Fig. 1: run 1, sequential cells grouped by signal name
Scale bar: 20 um. Other sequential cells in the stronger grey, the rest of the logic in the fainter grey.
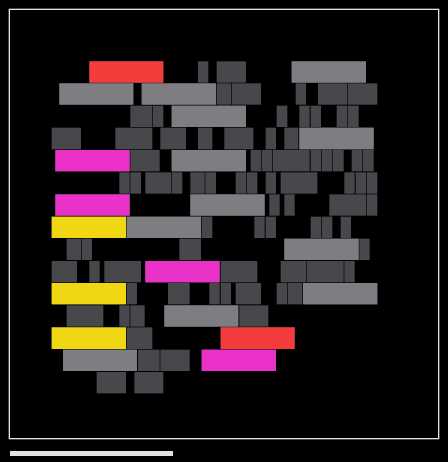
Fig. 2: run 1, wiring by layer
Two of the layers only.
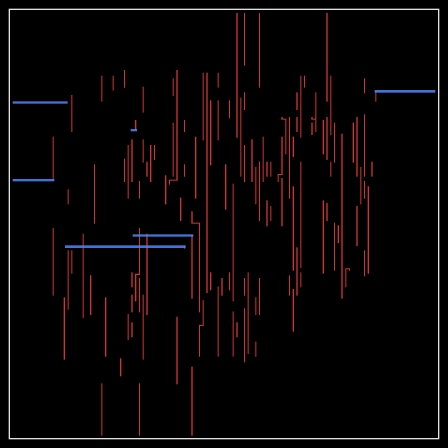
Fig. 3: run 1, clock routing
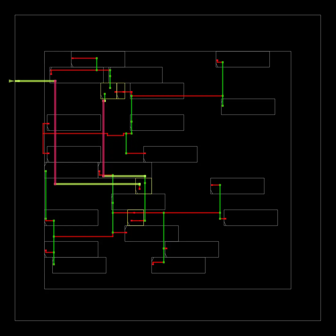
Fig. 4: run 1, routed metal per tile
The die is cut into 10 by 10 equal tiles; dark purple is low, yellow is high, scaled to the fullest tile. Values are wire area over tile area, all layers added.
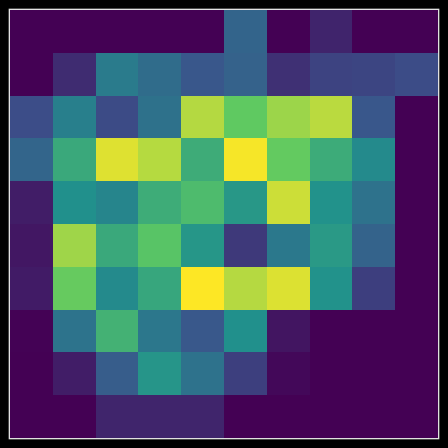
===== src/rtl/quad_decoder_if.sv =====
// Encoder-side bundle for quad_decoder: raw A/B in, step/direction/error status out.
// Plain wires only; no flow control, the decoder never stalls the encoder.
interface quad_decoder_if;
    logic quad_a;
    logic quad_b;
    logic err_clr;
    logic step;
    logic up_count;
    logic err;
    logic err_sticky;
    logic tracking;

    modport master (
        output quad_a, quad_b, err_clr,
        input  step, up_count, err, err_sticky, tracking
    );

    modport slave (
        input  quad_a, quad_b, err_clr,
        output step, up_count, err, err_sticky, tracking
    );
endinterface


===== src/rtl/quad_decoder.sv =====
// Quadrature decoder: 2-flop sync, per-channel glitch filter, Gray-code step/dir/err decode.
// Latency FILTER_LEN+2 edges from first s1 sample to step/err; no backpressure, one step per cycle max.
module quad_decoder #(
    parameter int FILTER_LEN = 4
) (
    input  logic           clk,
    input  logic           rst_n,
    quad_decoder_if.slave  bus
);
    localparam int CW = (FILTER_LEN > 1) ? $clog2(FILTER_LEN) : 1;
    localparam int IW = $clog2(FILTER_LEN + 3);

    typedef enum logic {ST_INIT = 1'b0, ST_TRACK = 1'b1} state_t;

    // Channel vectors are {A, B}; bit 1 is A, bit 0 is B.
    logic [1:0]    s1_q, s1_d;
    logic [1:0]    s2_q, s2_d;
    logic [1:0]    f_q, f_d;
    logic [CW-1:0] c_q [2];
    logic [CW-1:0] c_d [2];
    logic [1:0]    prev_q, prev_d;
    logic [IW-1:0] init_cnt_q, init_cnt_d;
    state_t        state_q, state_d;
    logic          step_q, step_d;
    logic          up_q, up_d;
    logic          err_q, err_d;
    logic          err_sticky_q, err_sticky_d;
    logic          tracking_q, tracking_d;

    // Position along the up sequence 00 -> 10 -> 11 -> 01.
    function automatic logic [1:0] pos(input logic [1:0] ab);
        case (ab)
            2'b00:   pos = 2'd0;
            2'b10:   pos = 2'd1;
            2'b11:   pos = 2'd2;
            default: pos = 2'd3;
        endcase
    endfunction

    always_comb begin
        s1_d         = {bus.quad_a, bus.quad_b};
        s2_d         = s1_q;
        f_d          = f_q;
        c_d[0]       = c_q[0];
        c_d[1]       = c_q[1];
        prev_d       = f_q;
        init_cnt_d   = init_cnt_q;
        state_d      = state_q;
        step_d       = 1'b0;
        err_d        = 1'b0;
        up_d         = up_q;
        tracking_d   = tracking_q;
        // An error seen in the clear cycle (either detected now or still on the err pulse) beats the clear.
        err_sticky_d = (bus.err_clr && !err_q) ? 1'b0 : err_sticky_q;

        case (state_q)
            ST_INIT: begin
                f_d    = s2_q;
                c_d[0] = '0;
                c_d[1] = '0;
                if (init_cnt_q == IW'(FILTER_LEN + 2)) begin
                    state_d    = ST_TRACK;
                    tracking_d = 1'b1;
                end else begin
                    init_cnt_d = init_cnt_q + IW'(1);
                end
            end
            default: begin
                for (int i = 0; i < 2; i++) begin
                    if (s2_q[i] == f_q[i]) begin
                        c_d[i] = '0;
                    end else if (c_q[i] == CW'(FILTER_LEN - 1)) begin
                        f_d[i] = s2_q[i];
                        c_d[i] = '0;
                    end else begin
                        c_d[i] = c_q[i] + CW'(1);
                    end
                end

                if ((f_q ^ prev_q) == 2'b11) begin
                    err_d        = 1'b1;
                    err_sticky_d = 1'b1;
                end else if (pos(f_q) == pos(prev_q) + 2'd1) begin
                    step_d = 1'b1;
                    up_d   = 1'b1;
                end else if (pos(prev_q) == pos(f_q) + 2'd1) begin
                    step_d = 1'b1;
                    up_d   = 1'b0;
                end
            end
        endcase
    end

    always_ff @(posedge clk or negedge rst_n) begin
        if (!rst_n) begin
            s1_q         <= '0;
            s2_q         <= '0;
            f_q          <= '0;
            c_q[0]       <= '0;
            c_q[1]       <= '0;
            prev_q       <= '0;
            init_cnt_q   <= '0;
            state_q      <= ST_INIT;
            step_q       <= 1'b0;
            up_q         <= 1'b0;
            err_q        <= 1'b0;
            err_sticky_q <= 1'b0;
            tracking_q   <= 1'b0;
        end else begin
            s1_q         <= s1_d;
            s2_q         <= s2_d;
            f_q          <= f_d;
            c_q[0]       <= c_d[0];
            c_q[1]       <= c_d[1];
            prev_q       <= prev_d;
            init_cnt_q   <= init_cnt_d;
            state_q      <= state_d;
            step_q       <= step_d;
            up_q         <= up_d;
            err_q        <= err_d;
            err_sticky_q <= err_sticky_d;
            tracking_q   <= tracking_d;
        end
    end

    assign bus.step       = step_q;
    assign bus.up_count   = up_q;
    assign bus.err        = err_q;
    assign bus.err_sticky = err_sticky_q;
    assign bus.tracking   = tracking_q;
endmodule


===== src/flat_wrapper.sv =====
// flat-port wrapper written by rule: the top's interface ports become plain ports
module quad_decoder_flat 
#(
    parameter int FILTER_LEN = 4
)
  (clk, rst_n, bus_quad_a, bus_quad_b, bus_err_clr, bus_step, bus_up_count, bus_err, bus_err_sticky, bus_tracking);
  quad_decoder_if bus_i ();
  input  logic clk;
  input  logic rst_n;
  input wire logic [$bits(bus_i.quad_a)-1:0] bus_quad_a;
  input wire logic [$bits(bus_i.quad_b)-1:0] bus_quad_b;
  input wire logic [$bits(bus_i.err_clr)-1:0] bus_err_clr;
  output wire logic [$bits(bus_i.step)-1:0] bus_step;
  output wire logic [$bits(bus_i.up_count)-1:0] bus_up_count;
  output wire logic [$bits(bus_i.err)-1:0] bus_err;
  output wire logic [$bits(bus_i.err_sticky)-1:0] bus_err_sticky;
  output wire logic [$bits(bus_i.tracking)-1:0] bus_tracking;
  assign bus_i.quad_a = bus_quad_a;
  assign bus_i.quad_b = bus_quad_b;
  assign bus_i.err_clr = bus_err_clr;
  assign bus_step = bus_i.step;
  assign bus_up_count = bus_i.up_count;
  assign bus_err = bus_i.err;
  assign bus_err_sticky = bus_i.err_sticky;
  assign bus_tracking = bus_i.tracking;
  quad_decoder #(.FILTER_LEN(FILTER_LEN)) u_core (.clk(clk), .rst_n(rst_n), .bus(bus_i));
endmodule

===== config.mk =====
export PLATFORM = sky130hd
export DESIGN_NAME = quad_decoder_flat
export DESIGN_NICKNAME = d
export VERILOG_FILES = /design/src/rtl/quad_decoder_if.sv /design/src/rtl/quad_decoder.sv /design/src/flat_wrapper.sv
export SDC_FILE = /design/constraint.sdc
export NUM_CORES = 1
export LEC_CHECK = 0
export ABC_AREA = 1
export CORE_MARGIN = 5
export CORE_UTILIZATION = 50
export DETAILED_ROUTE_END_ITERATION = 12
export GPL_TIMING_DRIVEN = 0
export PLACE_DENSITY = 0.72
export SYNTH_ARGS = -nofsm -noshare
export SYNTH_HDL_FRONTEND = slang
export SYNTH_SLANG_ARGS = --single-unit
export TNS_END_PERCENT = 20

===== constraint.sdc =====
create_clock -name clk -period 3.52 [get_ports clk]
set_clock_uncertainty 0.2 [all_clocks]
set_input_delay 0.704 -clock clk [delete_from_list [all_inputs] [get_ports clk]]
set_output_delay 0.704 -clock clk [all_outputs]
set_load 0.05 [all_outputs]

==> results.yml, run 1 <==
# flow metrics
power_and_ir_drop:
  switchingPower_mw: 0.3504
  power_frac_seq: 0.415
  p_int_mw: 0.5041
  power-per-cell-area_nw_per_um2: 814.0
  comb_power_share: 0.452
  irDropWorstVdd_mv: 0.4949
  comb_power_mw: 0.386
timing:
  tightest_slew_ns: 0.9017
  hold_viol_final: 0
  slew_violations: 0
  fmax_mhz: 421.1
  post-route-min-period_ns: 2.375
  relSlewSlack: 0.3970
  setup-violations-final: 0
  holdWs_ns: 0.1598
synthesis:
  adder_share: 0.1110
  avgSynthCellArea_sq_um: 10.25
  yosysMostFrequentCell: "nand2_1"
  synthCells: 88
  syn_area_sq_um: 902.1
  async_flop_share: 1.000
  synth-seq-cells: 21
  logic_family: "simple AND/OR/NAND/NOR gates"
  mux_area_frac: 0
  ys_sh_simple: 0.1817
  ys_sh_xor: 0.03883
  yosysTopAreaCell: "dfrtp_1"
  yosysTopAreaCellShare: 0.5825
  ys_chip_area_sq_um: 902.1
  synth_cell_type_count: 14
  synth_top_flop_cell: "dfrtp_1"
route:
  viasPerCell: 4.619
  dr.pass1.iters: 3
  drt_iter0_drc: 4
  dr.max_layer_used: "met4"
  ant_nets: 0
  wl_met2_um: 648
  drt-met1-wl_um: 580
  wl_met3_um: 40
worst_hold_path:
  worstHoldPathType: "reg2reg"
  min_path_cells: 0
  hold_end: "u_core.s2_q[0]$_DFF_PN0_"
  hold_start: "u_core.s1_q[0]$_DFF_PN0_"
cells_and_area:
  final-comb-area_sq_um: 331.6
  finalNonFillerCells: 126
  non_clock_inverter_count: 12
  antenna_cells: 0
  nFillCells: 158
  post-route-cell-area_sq_um: 1050
  drive_gt1_frac: 0.07921
  final_nets: 115
  layout.nonclk_buf_frac: 0.08582
  seq_share: 0.5006
  comb-cell-share: 0.3159
  area_growth_pct: 16.37
  lay_top_cells: "nand2_1 (24), dfrtp_1 (21), inv_1 (11)"
  clock_cell_area_share: 0.02503
  logic_gate_count: 55
  largest_reg_flops: 4
  dominant-cell-class: "registers"
cts:
  cts_resized: 0
  path_clk_slew_ns: 0.11
  clk_latency_ns: 0.30
  cts_tree: "yes"
  root_buffer: "clkbuf_4"
worst_setup_path:
  path_class: "reg2out"
  crit_path_max_incr_delay_ns: 0.81
  path_depth: 1
  crit_start: "u_core.bus.up_count$_DFFE_PN0P_"
  endpoint_kind: "output pin"
  r2r-start: "u_core.f_q[1]$_DFFE_PN0P_"
  critPathBufInv: 1
  worstPathMaxFanout: 2
global_route:
  grt_pass1_vias: 567
  grt.met3_usage: 0.03419
  grt_pass1_wl_mm: 2.435
  antenna_found_initial: 0
  use_met2: 0.1921
  met1_usage: 0.1533
floorplan:
  taps: 25
  fp-utilization: 0.5225
  ios: 10
  rows: 15
  dieWidth_um: 52.48
  die_y_um: 52.48
run_status:
  run_status: "finished, final reports clean"
placement:
  dpl-instance-area_sq_um: 1023
  io_buffers: 9
  place.detailed.hpwl_mm: 1.014
flow_run:
  warnings: 29
-- Fig. 1 (at the start) --
| colour | signal | flops |
|---|---|---|
| yellow | u_core.init_cnt_q | 3 |
| magenta | u_core.c_q | 4 |
| red | u_core.s2_q | 2 |
register area: 525.5 sq um
Seq power: 0.354 mW
fin util: 0.6080

-- Fig. 2 (at the start) --
| colour | layer | wire length |
|---|---|---|
| blue | met3 | 40.2 um |
| red | met2 | 649 um |

-- Fig. 3 (at the start) --
Num CTS Buffers: 3
clock net sink count: 21
clock buffers: 4

-- Fig. 4 (at the start) --
emptiest ninth of the die: lower right
mean over tiles: 0.074
tiles over half the peak: 29%
wire per inst: 10.31 um
final wirelength: 1.299 mm
total track usage: 0.1229
via count: 582

==> run 1 -> run 2 <==
Clock period 3.52 ns to 2.25 ns, I/O delays scaled along.
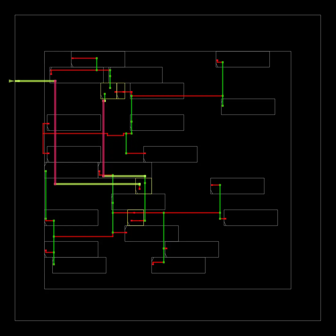
Fig. 5. Clock routing (run 2).
P_clk: 0.178 mW
Latency at later pin: 0.30 ns
Flops: 21

==> results.yml, run 2 <==
# flow metrics
run_status:
  run_status: "finished, final reports clean"
flow_run:
  warnings: 29
  cap_violations: 0
worst_setup_path:
  crit_start: "u_core.bus.up_count$_DFFE_PN0P_"
  crit_path_max_incr_delay_ns: 0.81
  path_class: "reg2out"
  path_depth: 1
  cp_top_family: "buffers and inverters"
  critPathSlowestCell: "clkdlybuf4s50_1"
  worstPathMaxFanout: 2
  cp_data_required_time_ns: 1.60
  r2r-start: "u_core.f_q[1]$_DFFE_PN0P_"
  cp_data_arrival_time_ns: 1.47
  endpoint_kind: "output pin"
  reg2reg_depth: 8
  crit_path_cell_trace: "clkdlybuf4s50_1"
  critPathBufInv: 1
  rrSetupSlack_ns: 0.69
  startpoint_type: "flop"
route:
  drt-wirelength-per-cell_um: 10.31
  wl_met3_um: 40
  drt-met1-wl_um: 580
  finalWirelength_mm: 1.299
  viasPerCell: 4.619
  ant_nets: 0
  wl_met2_um: 648
  dr.max_layer_used: "met4"
  vias: 582
  drt_iter0_drc: 4
  dr.pass1.iters: 3
power_and_ir_drop:
  maxPowerGroup: "combinational logic"
  power_frac_seq: 0.415
  comb_power_mw: 0.604
  power-per-cell-area_nw_per_um2: 1273
  comb_power_share: 0.452
  p_leak_nw: 0.5344
  irDropWorstVdd_mv: 0.7742
  p_int_mw: 0.7887
  switchingPower_mw: 0.5481
  p_sw_frac: 0.4100
  pg_seq_mw: 0.555
  p_clk_frac: 0.133
timing:
  fmax_mhz: 471.5
  relSlewSlack: 0.3970
  grt_setup_unrepaired: "no"
  slew_violations: 0
  holdWs_ns: 0.1598
  tightest_slew_ns: 0.9017
  min_period_over_period: 0.9425
  hold_viol_final: 0
  setup-violations-final: 0
  post-route-min-period_ns: 2.121
  setup_ws_ns: 0.1293
  tns_ns: 0
cells_and_area:
  layout.nonclk_buf_frac: 0.08582
  seq_share: 0.5006
  clkbuf_count: 4
  seqCellArea_sq_um: 525.5
  lay_top_cells: "nand2_1 (24), dfrtp_1 (21), inv_1 (11)"
  n_all_buffers: 9
  non_clock_inverter_count: 12
  final-comb-area_sq_um: 331.6
  dominant-cell-class: "registers"
  final_nets: 115
  area_growth_pct: 16.37
  finalNonFillerCells: 126
  clock_cell_area_share: 0.02503
  regMostFlops: "u_core.c_q"
  post-route-cell-area_sq_um: 1050
  comb-cell-share: 0.3159
  antenna_cells: 0
  largest_reg_flops: 4
  nFillCells: 158
  drive_gt1_frac: 0.07921
  postLayoutCoreUtil: 0.6080
  logic_gate_count: 55
placement:
  dpl-instance-area_sq_um: 1023
  place.detailed.hpwl_mm: 1.014
  placedCellCount: 122
  preCtsSetupSlack_ns: 0.4395
  io_buffers: 9
  gp_congestion: 0.7594
cts:
  path_clk_slew_ns: 0.11
  clock-sinks: 21
  ctsHoldBuffers: 0
  cts_buffers: 3
  cts_max_level: 1
  root_buffer: "clkbuf_4"
  post_cts_buffers: 0
  cts_tree: "yes"
  cts_resized: 0
global_route:
  antenna_found_initial: 0
  grt_max_degree: 22
  grt.met3_usage: 0.03419
  track_usage: 0.1229
  met1_usage: 0.1533
  use_met2: 0.1921
  grt_pass1_wl_mm: 2.435
  busiest_layer: "met2"
  grt_pass1_vias: 567
synthesis:
  yosysMostFrequentCell: "nand2_1"
  yosysTopAreaCell: "dfrtp_1"
  mux_area_frac: 0
  avgSynthCellArea_sq_um: 10.25
  synth-seq-cells: 21
  synth_cell_type_count: 14
  synth_top_flop_cell: "dfrtp_1"
  ys_chip_area_sq_um: 902.1
  adder_share: 0.1110
  ys_sh_xor: 0.03883
  yosys.area_share.aoi: 0.03606
  async_flop_share: 1.000
  yosysTopAreaCellShare: 0.5825
  synthTopCellsByCount: "nand2_1 (24), dfrtp_1 (21), inv_1 (11)"
  logic_family: "simple AND/OR/NAND/NOR gates"
  synthCells: 88
  ys_sh_simple: 0.1817
  ys_seq_frac: 0.5825
  synth-edff-count: 0
  yosysWarnings: 0
  syn_area_sq_um: 902.1
worst_hold_path:
  hold_end: "u_core.s2_q[0]$_DFF_PN0_"
  hold_start: "u_core.s1_q[0]$_DFF_PN0_"
  min_path_cells: 0
  worstHoldPathType: "reg2reg"
floorplan:
  rows: 15
  taps: 25
  ios: 10
  dieWidth_um: 52.48
  fp-utilization: 0.5225
  die_y_um: 52.48
  die-area_sq_um: 2754
Power figures rest on the tool's default switching activity, not on a simulated workload.
